File: config.mk
export PLATFORM = sky130hd
export DESIGN_NAME = nco_multi
export DESIGN_NICKNAME = d
export VERILOG_FILES = /design/src/rtl/nco_multi.sv
export SDC_FILE = /design/constraint.sdc
export NUM_CORES = 1
export LEC_CHECK = 0
export CAP_MARGIN = 5
export CELL_PAD_IN_SITES_DETAIL_PLACEMENT = 1
export CELL_PAD_IN_SITES_GLOBAL_PLACEMENT = 1
export CORE_UTILIZATION = 45
export DETAILED_ROUTE_END_ITERATION = 8
export PLACE_DENSITY_LB_ADDON = 0.12
export SKIP_CTS_REPAIR_TIMING = 1
export SYNTH_ARGS = -nofsm -noshare
export SYNTH_HDL_FRONTEND = slang
export SYNTH_SLANG_ARGS = --single-unit
File: constraint.sdc
create_clock -name clk -period 7.8 [get_ports clk]
set_clock_uncertainty 0.15 [all_clocks]
set_input_delay 0.78 -clock clk [delete_from_list [all_inputs] [get_ports clk]]
set_output_delay 0.78 -clock clk [all_outputs]
set_load 0.01 [all_outputs]
File: src/rtl/nco_multi.sv
// nco_multi: multi-channel numerically controlled oscillator.
//
// Each channel has a phase accumulator, a phase offset, a waveform mode and a
// duty threshold. Software writes a staged copy of each register; a single
// commit pulse moves every channel's staged set into the active set in the
// same cycle, so multi-register updates take effect atomically.
//
// All channels share clk, en and sync, which keeps their outputs
// phase-coherent.
//
// Pipeline
//   edge k   : accumulators update (or clear on sync), carry captured
//   edge k+1 : offset added, waveform shaped, wave_out/wrap/out_valid loaded
//
// Optional build macro NCO_DITHER_EN
//   Adds a shared 16-bit LFSR whose low bits are added to the phase before it
//   is truncated to OUT_W bits. Without the macro the output is fully
//   deterministic.

module nco_multi #(
    parameter int NUM_CH = 3,
    parameter int ACC_W  = 16,
    parameter int OUT_W  = 8,
    parameter int CH_W   = (NUM_CH > 1) ? $clog2(NUM_CH) : 1
) (
    input  logic                      clk,
    input  logic                      reset,
    input  logic                      en,
    input  logic                      sync,
    input  logic                      cfg_we,
    input  logic [CH_W-1:0]           cfg_ch,
    input  logic [1:0]                cfg_addr,
    input  logic [ACC_W-1:0]          cfg_wdata,
    input  logic                      commit,
    output logic [NUM_CH*OUT_W-1:0]   wave_out,
    output logic [NUM_CH-1:0]         wrap,
    output logic                      out_valid
);

    typedef enum logic [1:0] {
        MODE_SAW    = 2'd0,
        MODE_SQUARE = 2'd1,
        MODE_TRI    = 2'd2,
        MODE_OFF    = 2'd3
    } mode_e;

    // Duty resets to half scale so a freshly selected square wave is 50 %.
    localparam logic [ACC_W-1:0] DUTY_RST = {1'b1, {(ACC_W-1){1'b0}}};

    // ------------------------------------------------------------------
    // Register file: staged and active copies
    // ------------------------------------------------------------------
    logic [ACC_W-1:0] stg_inc_q  [NUM_CH];
    logic [ACC_W-1:0] stg_off_q  [NUM_CH];
    mode_e            stg_mode_q [NUM_CH];
    logic [ACC_W-1:0] stg_duty_q [NUM_CH];
    logic [ACC_W-1:0] stg_inc_d  [NUM_CH];
    logic [ACC_W-1:0] stg_off_d  [NUM_CH];
    mode_e            stg_mode_d [NUM_CH];
    logic [ACC_W-1:0] stg_duty_d [NUM_CH];

    logic [ACC_W-1:0] act_inc_q  [NUM_CH];
    logic [ACC_W-1:0] act_off_q  [NUM_CH];
    mode_e            act_mode_q [NUM_CH];
    logic [ACC_W-1:0] act_duty_q [NUM_CH];
    logic [ACC_W-1:0] act_inc_d  [NUM_CH];
    logic [ACC_W-1:0] act_off_d  [NUM_CH];
    mode_e            act_mode_d [NUM_CH];
    logic [ACC_W-1:0] act_duty_d [NUM_CH];

    // Writes aimed at a channel number beyond NUM_CH-1 are dropped.
    logic cfg_hit;
    assign cfg_hit = cfg_we && (int'(cfg_ch) < NUM_CH);

    // Staged write decode, then commit copies staged into active. Because the
    // active copy samples the staged *register*, a write in the commit cycle
    // lands in staged only and waits for the next commit.
    always_comb begin
        for (int i = 0; i < NUM_CH; i++) begin
            // NOTE: every combinational output gets a default first, so no path leaves it unassigned and no latch is inferred.
            stg_inc_d[i]  = stg_inc_q[i];
            stg_off_d[i]  = stg_off_q[i];
            stg_mode_d[i] = stg_mode_q[i];
            stg_duty_d[i] = stg_duty_q[i];
            if (cfg_hit && (int'(cfg_ch) == i)) begin
                case (cfg_addr)
                    2'd0:    stg_inc_d[i]  = cfg_wdata;
                    2'd1:    stg_off_d[i]  = cfg_wdata;
                    2'd2:    stg_mode_d[i] = mode_e'(cfg_wdata[1:0]);
                    default: stg_duty_d[i] = cfg_wdata;
                endcase
            end

            act_inc_d[i]  = act_inc_q[i];
            act_off_d[i]  = act_off_q[i];
            act_mode_d[i] = act_mode_q[i];
            act_duty_d[i] = act_duty_q[i];
            if (commit) begin
                act_inc_d[i]  = stg_inc_q[i];
                act_off_d[i]  = stg_off_q[i];
                act_mode_d[i] = stg_mode_q[i];
                act_duty_d[i] = stg_duty_q[i];
            end
        end
    end

    // Staged and active register banks.
    always_ff @(posedge clk or negedge reset) begin
        if (!reset) begin
            // NOTE: these small per-channel arrays are real flops, not RAM, so every entry is reset explicitly.
            for (int i = 0; i < NUM_CH; i++) begin
                stg_inc_q[i]  <= '0;
                stg_off_q[i]  <= '0;
                stg_mode_q[i] <= MODE_SAW;
                stg_duty_q[i] <= DUTY_RST;
                act_inc_q[i]  <= '0;
                act_off_q[i]  <= '0;
                act_mode_q[i] <= MODE_SAW;
                act_duty_q[i] <= DUTY_RST;
            end
        end else begin
            // NOTE: state is updated with non-blocking assignments so every flop samples pre-edge values.
            for (int i = 0; i < NUM_CH; i++) begin
                stg_inc_q[i]  <= stg_inc_d[i];
                stg_off_q[i]  <= stg_off_d[i];
                stg_mode_q[i] <= stg_mode_d[i];
                stg_duty_q[i] <= stg_duty_d[i];
                act_inc_q[i]  <= act_inc_d[i];
                act_off_q[i]  <= act_off_d[i];
                act_mode_q[i] <= act_mode_d[i];
                act_duty_q[i] <= act_duty_d[i];
            end
        end
    end

    // ------------------------------------------------------------------
    // Stage 1: phase accumulators
    // ------------------------------------------------------------------
    logic [ACC_W-1:0]  acc_q   [NUM_CH];
    logic [ACC_W-1:0]  acc_d   [NUM_CH];
    logic [NUM_CH-1:0] carry_q;
    logic [NUM_CH-1:0] carry_d;
    logic              v1_q;
    logic              v1_d;

    // Accumulate with carry out. sync outranks en, and an "off" channel is
    // parked at zero so it restarts cleanly when re-enabled.
    always_comb begin
        logic [ACC_W:0] sum;
        sum     = '0;
        carry_d = '0;
        for (int i = 0; i < NUM_CH; i++) begin
            acc_d[i] = acc_q[i];
            sum      = {1'b0, acc_q[i]} + {1'b0, act_inc_q[i]};
            if (sync || (act_mode_q[i] == MODE_OFF)) begin
                acc_d[i] = '0;
            end else if (en) begin
                acc_d[i]   = sum[ACC_W-1:0];
                carry_d[i] = sum[ACC_W];
            end
        end
        v1_d = en | sync;
    end

    // Accumulator, carry and stage-1 valid registers.
    always_ff @(posedge clk or negedge reset) begin
        if (!reset) begin
            for (int i = 0; i < NUM_CH; i++) begin
                acc_q[i] <= '0;
            end
            carry_q <= '0;
            v1_q    <= 1'b0;
        end else begin
            for (int i = 0; i < NUM_CH; i++) begin
                acc_q[i] <= acc_d[i];
            end
            carry_q <= carry_d;
            v1_q    <= v1_d;
        end
    end

    // ------------------------------------------------------------------
    // Optional phase dither source
    // ------------------------------------------------------------------
    logic [ACC_W-1:0] dith;

`ifdef NCO_DITHER_EN
    localparam int DITH_W = ACC_W - OUT_W;

    logic [15:0] lfsr_q;
    logic [15:0] lfsr_d;

    // Fibonacci LFSR x^16+x^14+x^13+x^11+1, advanced on every en cycle; its
    // low DITH_W bits are shared by all channels.
    always_comb begin
        lfsr_d = lfsr_q;
        if (en) begin
            lfsr_d = {lfsr_q[14:0], lfsr_q[15] ^ lfsr_q[13] ^ lfsr_q[12] ^ lfsr_q[10]};
        end
        dith = '0;
        for (int b = 0; (b < DITH_W) && (b < 16); b++) begin
            dith[b] = lfsr_q[b];
        end
    end

    // LFSR state register.
    always_ff @(posedge clk or negedge reset) begin
        if (!reset) begin
            lfsr_q <= 16'hACE1;
        end else begin
            lfsr_q <= lfsr_d;
        end
    end
`else
    // Deterministic build: no dither is added to the phase.
    assign dith = '0;
`endif

    // ------------------------------------------------------------------
    // Stage 2: offset, waveform shaping, output registers
    // ------------------------------------------------------------------
    logic [OUT_W-1:0]  wave_q [NUM_CH];
    logic [OUT_W-1:0]  wave_d [NUM_CH];
    logic [NUM_CH-1:0] wrap_q;
    logic              valid_q;

    // Shape each channel's phase. The output only advances when stage 1
    // carried a new accumulator value, so idle cycles hold the last sample.
    always_comb begin
        logic [ACC_W-1:0] ph;
        logic [ACC_W-1:0] phd;
        logic [OUT_W-1:0] p;
        logic [OUT_W-1:0] tri_t;
        logic [OUT_W-1:0] w;
        ph    = '0;
        phd   = '0;
        p     = '0;
        tri_t = '0;
        w     = '0;
        for (int i = 0; i < NUM_CH; i++) begin
            ph    = acc_q[i] + act_off_q[i];
            phd   = ph + dith;
            p     = phd[ACC_W-1 -: OUT_W];
            tri_t = {p[OUT_W-2:0], 1'b0};
            case (act_mode_q[i])
                MODE_SAW:    w = p;
                // Full-width unsigned compare; duty of 0 never matches.
                MODE_SQUARE: w = (ph < act_duty_q[i]) ? '1 : '0;
                MODE_TRI:    w = p[OUT_W-1] ? ~tri_t : tri_t;
                default:     w = '0;
            endcase
            wave_d[i] = v1_q ? w : wave_q[i];
        end
    end

    // Output sample, wrap pulse and valid registers.
    always_ff @(posedge clk or negedge reset) begin
        if (!reset) begin
            for (int i = 0; i < NUM_CH; i++) begin
                wave_q[i] <= '0;
            end
            wrap_q  <= '0;
            valid_q <= 1'b0;
        end else begin
            for (int i = 0; i < NUM_CH; i++) begin
                wave_q[i] <= wave_d[i];
            end
            wrap_q  <= carry_q;
            valid_q <= v1_q;
        end
    end

    // Pack per-channel samples onto the flat output bus.
    for (genvar g = 0; g < NUM_CH; g++) begin : g_pack
        assign wave_out[g*OUT_W +: OUT_W] = wave_q[g];
    end

    assign wrap      = wrap_q;
    assign out_valid = valid_q;

endmodule

==> results.yml, run 1 <==
# yosys + openroad results
layout:
  insertedDiodeCount: 1
  layout.cells.largest_class: "combinational gates"
  clkCellAreaFrac_pct: 6.78
  layout_inverter_count_without_the_clock_tree: 80
  seq_share_pct: 42.8
  non_filler_cell_area_final_um2: 22200
outcome:
  status: "completed"
synthesis:
  yosys.stat.chipArea_um2: 19600
  synth.net_count: 1842
  netlist.area_leader.share_pct: 47.8
  synth-async-reset-ratio_pct: 100
routing:
  wl_met3_mm: 1.80
  met2_length_mm: 24.0
  vias_per_inst: 5.61
  detailroute.via_count: 13200
clocking:
  clk_pin_slew_worst_paths_ns: 0.06
power:
  internal_power_uw: 5260
  pwr_density_cell_nw_per_um2: 362
  total_power_uw: 8060
grt:
  gr-total-overflow: 0
placement:
  io_buffers: 53
timing:
  final.setup.worst_slack_ns: 3.31
flow_run:
  log.warning_count: 29
worst_setup_path:
  rr_startpoint: "acc_q[16]$_DFFE_PN0P_"
  timing.critical_path.to_type: "register"
  rr_worst_depth: 17
  crit_path_start: "acc_q[16]$_DFFE_PN0P_"
min_path:
  worst_hold_path_type: "input pin to asynchronous set/reset pin"
### Local utilization, run 1

(2 px per um) The die is cut into 21 by 21 equal tiles; black is low, pale yellow is high, 0 to 100% covered.
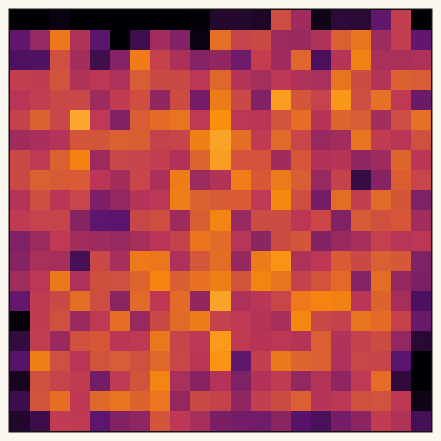
3.2% of the tiles are nearly empty. The mean over all tiles is 49%. The densest ninth of the die: middle. 2.3% of the tiles are over 75% full. The fullest tile reaches 81%.
total core area: 43000 um^2
Init Core Util: 45.5%
end-of-flow core utilization: 51.7%

### Clock wiring as the flow saved it, run 1

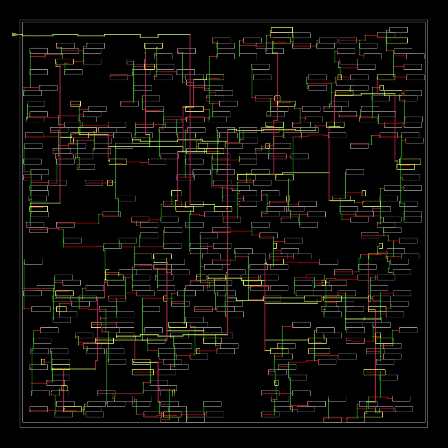
number of clock buffers inserted by TritonCTS: 45
Clock Buffer Count: 55

### Signal wires by layer, run 1

(1.5 px per um)
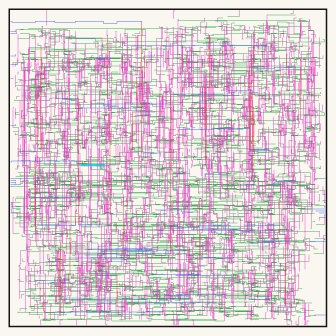
Key: met3 = blue [wire length 1800 um]; met4 = red [wire length 1320 um]; met1 = green [wire length 23.1 mm]; met5 = cyan [wire length 13.8 um]; met2 = magenta [wire length 24.0 mm]

### I/O pins on the die edge, run 1

(2 px per um) Pins as bars across the die edge, other pins in gray.
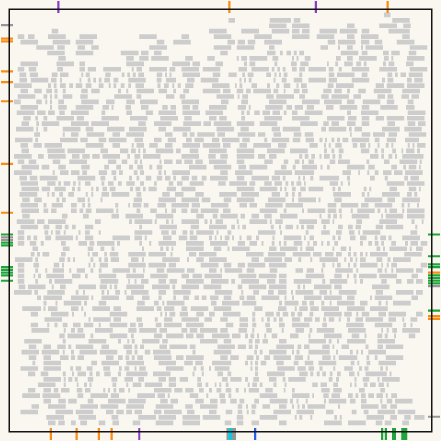

==> run 2, diff against run 1 <==
==> constraint.sdc (replaced) <==
create_clock -name clk -period 4.6 [get_ports clk]
set_clock_uncertainty 0.15 [all_clocks]
set_input_delay 0.46 -clock clk [delete_from_list [all_inputs] [get_ports clk]]
set_output_delay 0.46 -clock clk [all_outputs]
set_load 0.01 [all_outputs]
### I/O pins on the die edge, run 2

(2 px per um) Pins as bars across the die edge, other pins in gray.
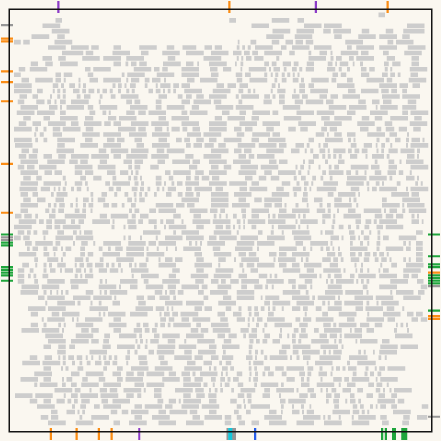
Key: cfg_ch = cyan [pins 2, direction input, edge bottom]; wrap = purple [pins 3, direction output, edge 2 top, 1 bottom]; cfg_wdata = orange [pins 16, direction input, edge 7 left, 4 bottom, 3 right, 2 top]; commit = blue [pins 1, direction input, edge bottom]; wave_out = green [pins 24, direction output, edge 9 right, 8 left, 7 bottom]
floorplan die height: 211 um
die boundary width: 211 um
total of buffers placed on input and output ports: 53

### Clock wiring as the flow saved it, run 2

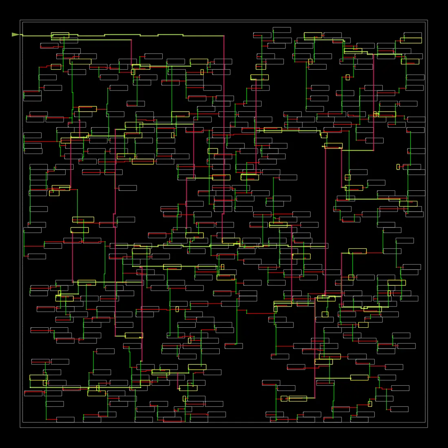
number of clock buffers inserted by TritonCTS: 44
number of flip-flops and latches: 380
insertion delay of the later-clocked pin in the worst-skew pair: 0.58 ns
Clock Buffer Count: 63

### Cells colored by class, run 2

(1.5 px per um)
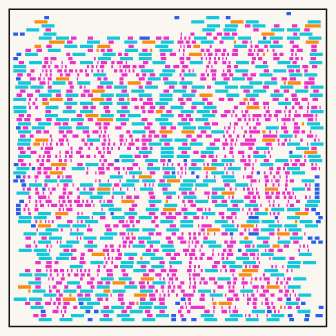
Key: clock drivers and dummy loads = orange [cells 79, share of their area 6.9%]; other buffers and delay cells = blue [cells 71, share of their area 3.3%]; flops = cyan [cells 380, share of their area 44%]; all other logic = magenta [cells 1236, share of their area 46%]

==> run 2 against run 1 <==
  * Combinational power increased by 71%
  * Power up 69%
  * Via count increased by 0.14%
  * Clock power increased by 67%
  * Largest power group unchanged
  * Clock-buffer cell count increased by 8
  * Die size is the same
  * Critical path depth unchanged
  * Sequential share of layout area decreased by 0.10 points
  * Global-route usage fell by 0.099 points
  * Highest routed layer unchanged
  * Synthesized cell count stayed put
  * First-iteration DRC count shrank 5.4%
==> results.yml, run 2 <==
# yosys + openroad results
layout:
  layout-drive-gt1-share_pct: 21.2
  clkCellAreaFrac_pct: 6.66
  layout.cells.largest_class: "combinational gates"
  final_core_utilization_pct: 51.9
  fillers: 4484
  non_filler_cell_area_final_um2: 22300
  insertedDiodeCount: 1
  seq_share_pct: 42.7
  layout_inverter_count_without_the_clock_tree: 80
  finalNonFillerCells: 2352
routing:
  wl_met3_mm: 1.50
  vias_per_inst: 5.61
  detailroute.via_count: 13200
  met2_length_mm: 23.9
  drtPass1Iterations: 4
  detail_route.wirelength_mm: 49.8
power:
  seqPwrFrac_pct: 35.2
  total_power_uw: 13600
  internal_power_uw: 8900
  pwr_density_cell_nw_per_um2: 612
flow_run:
  log.warning_count: 35
worst_setup_path:
  r2r-end: "wave_out[4]$_DFFE_PN0P_"
  crit_path_start: "acc_q[32]$_DFFE_PN0P_"
  rr_worst_depth: 17
  timing.critical_path.to_type: "register"
  worst_path_max_delay_cell: "a2111oi_2"
  rr_startpoint: "acc_q[32]$_DFFE_PN0P_"
synthesis:
  ys.warnings.count: 0
  netlist.area_leader.share_pct: 47.8
  synth_top_cell_by_area: "dfrtp_1"
  yosys.stat.chipArea_um2: 19600
  synth.net_count: 1842
  post_synth_xor_area_fraction_pct: 4.35
  synth-async-reset-ratio_pct: 100
outcome:
  status: "completed"
clocking:
  cts.path.max_buffers: 3
  clk_pin_slew_worst_paths_ns: 0.06
grt:
  gr-total-overflow: 0
  globalRouteMet3Util_pct: 3.20
  via_count_of_the_first_global_routing_pass: 14400
  antenna_found_initial: 4
floorplan:
  initCoreUtil_pct: 45.5
  core_area_um2: 43000
placement:
  dp_worst_setup_slack_ns: 0.357
min_path:
  worst_hold_path_type: "register to register"
timing:
  final.setup.worst_slack_ns: 0.330
  worst_hold_slack_ns: 0.197
Power figures rest on the tool's default switching activity, not on a simulated workload.
